## src/rtl/register_file.sv

```systemverilog
// 32 x 32-bit register file: two combinational read ports, one synchronous write port.
// Optional macro RF_ZERO_REG_EN hardwires register 0 to zero (reads return 0, writes ignored).
module register_file (
    input  logic        clk,
    input  logic        rst,
    input  logic        RegWrite,
    input  logic [4:0]  Rs_Addr,
    input  logic [4:0]  Rt_Addr,
    input  logic [4:0]  Rd_Addr,
    input  logic [31:0] Rd_Data,
    output logic [31:0] Rs_Data,
    output logic [31:0] Rt_Data
);

    // Plain array so benches can reach RF.R[i] directly.
    logic [31:0] R [0:31];

    logic wr_en;

`ifdef RF_ZERO_REG_EN
    assign wr_en = RegWrite && (Rd_Addr != 5'd0);
`else
    assign wr_en = RegWrite;
`endif

    // Reset dominates: a write presented while rst is high is dropped.
    always_ff @(posedge clk or posedge rst) begin
        if (rst) begin
            for (int i = 0; i < 32; i++) begin
                R[i] <= 32'h0;
            end
        end else if (wr_en) begin
            R[Rd_Addr] <= Rd_Data;
        end
    end

    // No write-to-read bypass: reads see the stored value until the edge.
    always_comb begin
        Rs_Data = R[Rs_Addr];
        Rt_Data = R[Rt_Addr];
`ifdef RF_ZERO_REG_EN
        if (Rs_Addr == 5'd0) Rs_Data = 32'h0;
        if (Rt_Addr == 5'd0) Rt_Data = 32'h0;
`endif
    end

endmodule

```

## config.mk

```make
export PLATFORM = sky130hd
export DESIGN_NAME = register_file
export DESIGN_NICKNAME = d
export VERILOG_FILES = /design/src/rtl/register_file.sv
export SDC_FILE = /design/constraint.sdc
export NUM_CORES = 2
export LEC_CHECK = 0
export CAP_MARGIN = 20
export CORE_ASPECT_RATIO = 0.7
export CORE_MARGIN = 4
export CORE_UTILIZATION = 60
export DETAILED_ROUTE_END_ITERATION = 16
export GPL_TIMING_DRIVEN = 0
export HOLD_SLACK_MARGIN = 0.05
export PLACE_DENSITY = 0.77
export SYNTH_ARGS = -nofsm -noshare
export SYNTH_HDL_FRONTEND = slang
export SYNTH_SLANG_ARGS = --single-unit
```

## constraint.sdc

```tcl
create_clock -name clk -period 48.2 [get_ports clk]
set_input_delay 9.64 -clock clk [delete_from_list [all_inputs] [get_ports clk]]
set_output_delay 9.64 -clock clk [all_outputs]
set_load 0.1 [all_outputs]
```

==> images/port_trees.png <==
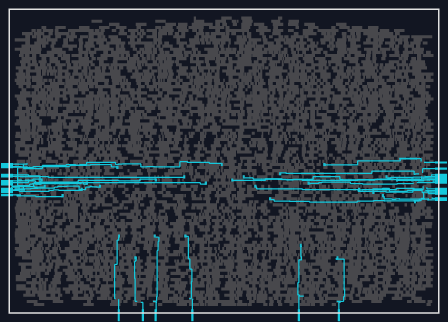
`Rt_Data`: in cyan, bits 32, direction output, end cells 32, wire 2930 um.
IO Port Bufs: 111
Ports: 114

==> images/m3.png <==
Scale bar: 100 um.
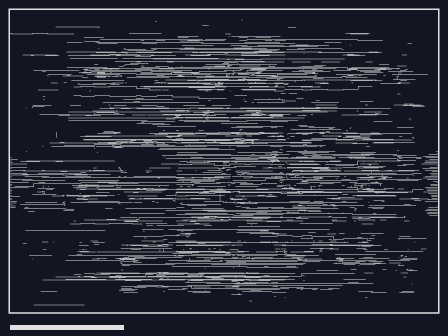
The layer holds 13% of the routed length. 702 nets have wire on it. The layer carries 26.5 mm of wire. The longest straight run is 203 um.
GR Util met3: 14.36%
Via Count: 42.20k
DRT Wirelength: 202.9 mm

==> images/placed.png <==
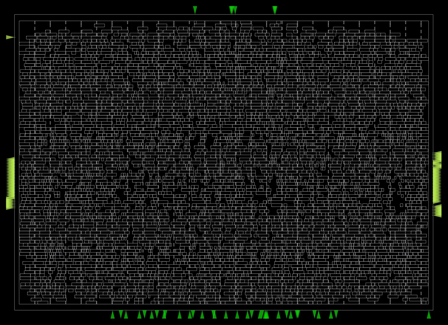
Final Util: 67.82%
core area: 92510 um2

==> images/m2.png <==
Cells faint in the background.
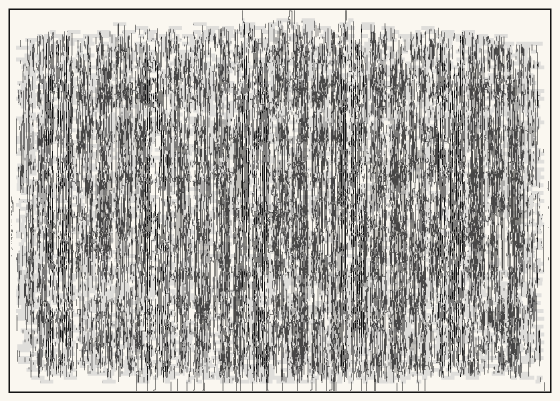
4543 nets have wire on it. The layer carries 82.1 mm of wire. The wires run mostly vertical. The layer holds 40% of the routed length.
grt met2 use: 55.51%

==> images/class_map.png <==
Fill, decap, tap and diode cells in grey.
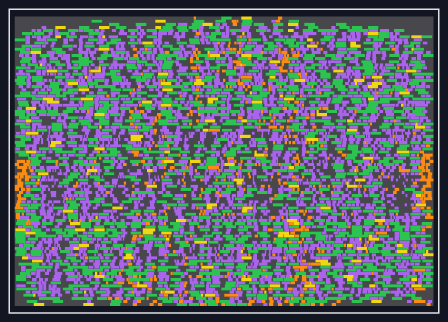
clock drivers and dummy loads: in yellow, cells 182, share of their area 5.6%. registers: in green, cells 1024, share of their area 42%. remaining logic cells: in purple, cells 3138, share of their area 46%. remaining buffers and delay cells: in orange, cells 576, share of their area 6.5%.
sequential cell area share: 40.84%
fin area: 62740 um2
Row Count: 93

==> deck_impl_summary.md <==
Key Metrics from the Run

Outcome
  • Outcome: finished clean

Cells and area
  • Non-clk buf share: 6.330%
  • Non-Filler Instances: slightly above 6k
  • #MultiIn Comb: 3137
  • ClkCell Share: 5.442%
  • Logic area: 28170 um2
  • Flops: 1024
  • Biggest Area Class: multi-input combinational cells
  • Bufs w/o clock: 576
  • Largest regs: R: 1024 flops
  • Logic share of the area: 44.89%
  • Net count reported at finish: 4892
  • Max FFs per register: 1024

Synthesis
  • Async SR Flop Fraction: 100.0%
  • Simple-gate area share of the yosys netlist: under 10%
  • Flops after synth: just over 1k
  • Count of cell types in the netlist: 29
  • Yosys top cell by area: dfrtp_1
  • Net Count, Synth: roughly 4.7k
  • Post-synthesis cell count: approximately 4.6k
  • Main logic family after synthesis: multiplexers
  • Yosys cell count: 4606
  • Area contributors post-synth: dfrtp_1 46%, mux2_2 20%, mux2i_1 18%
  • Avg Cell Area, Syn: 12.21 um2
  • Syn. warnings: 0
  • YS chip area: ~56000 um2

Clock network
  • Hold buffers post-CTS: 0
  • Bufs on Longest Clock Path: 3
  • CTS tree: yes
  • Clock tree sinks: about 1.0k
  • H-tree levels: 3

Global routing
  • Remaining global-route overflow: 0
  • Busiest grt layer: met1
  • First-pass GRT wire length: 288.2 mm
  • Met1 Use GR: 56.70%
  • GR Util All Layers: 40.22%

Min path
  • Hold-critical path depth: 1

Job
  • Tool warning count: between 40 and 50
  • Max Cap Viol: 0

Drt
  • TritonRoute pass-1 iters: 5
  • M1 WL: 83.31 mm
  • Drt wl/cell: 32.95 um
  • Met3 wire len: ~26 mm

Power and ir drop
  • Peak VDD IR: 0.00003690 V
  • Clock power share: 32.2%
  • Sw Ratio: 31.64%
  • Internal power: 1.774 mW
  • Static leakage: 29.50 nW
  • Comb pwr: 0.601 mW
  • Clk pwr: approximately 0.84 mW

Setup path
  • Critical path depth: 9
  • WS Path Type: primary input to output port
  • Crit Path Max Fanout: 10
  • Crit path DAT: 13.96 ns

Final timing
  • Setup TNS Final: 0 ns
  • Final Hold Fails: 0
  • Tcrit/Tclk final: 48.96%

Floorplanning
  • Die W: 373.9 um
  • Core Util at FP: 60.78%

Placed design
  • Worst slack at placement: around 25 ns
  • Gpl congestion: around 1.0
No activity file was given, so power comes from the tool's default toggle rates.
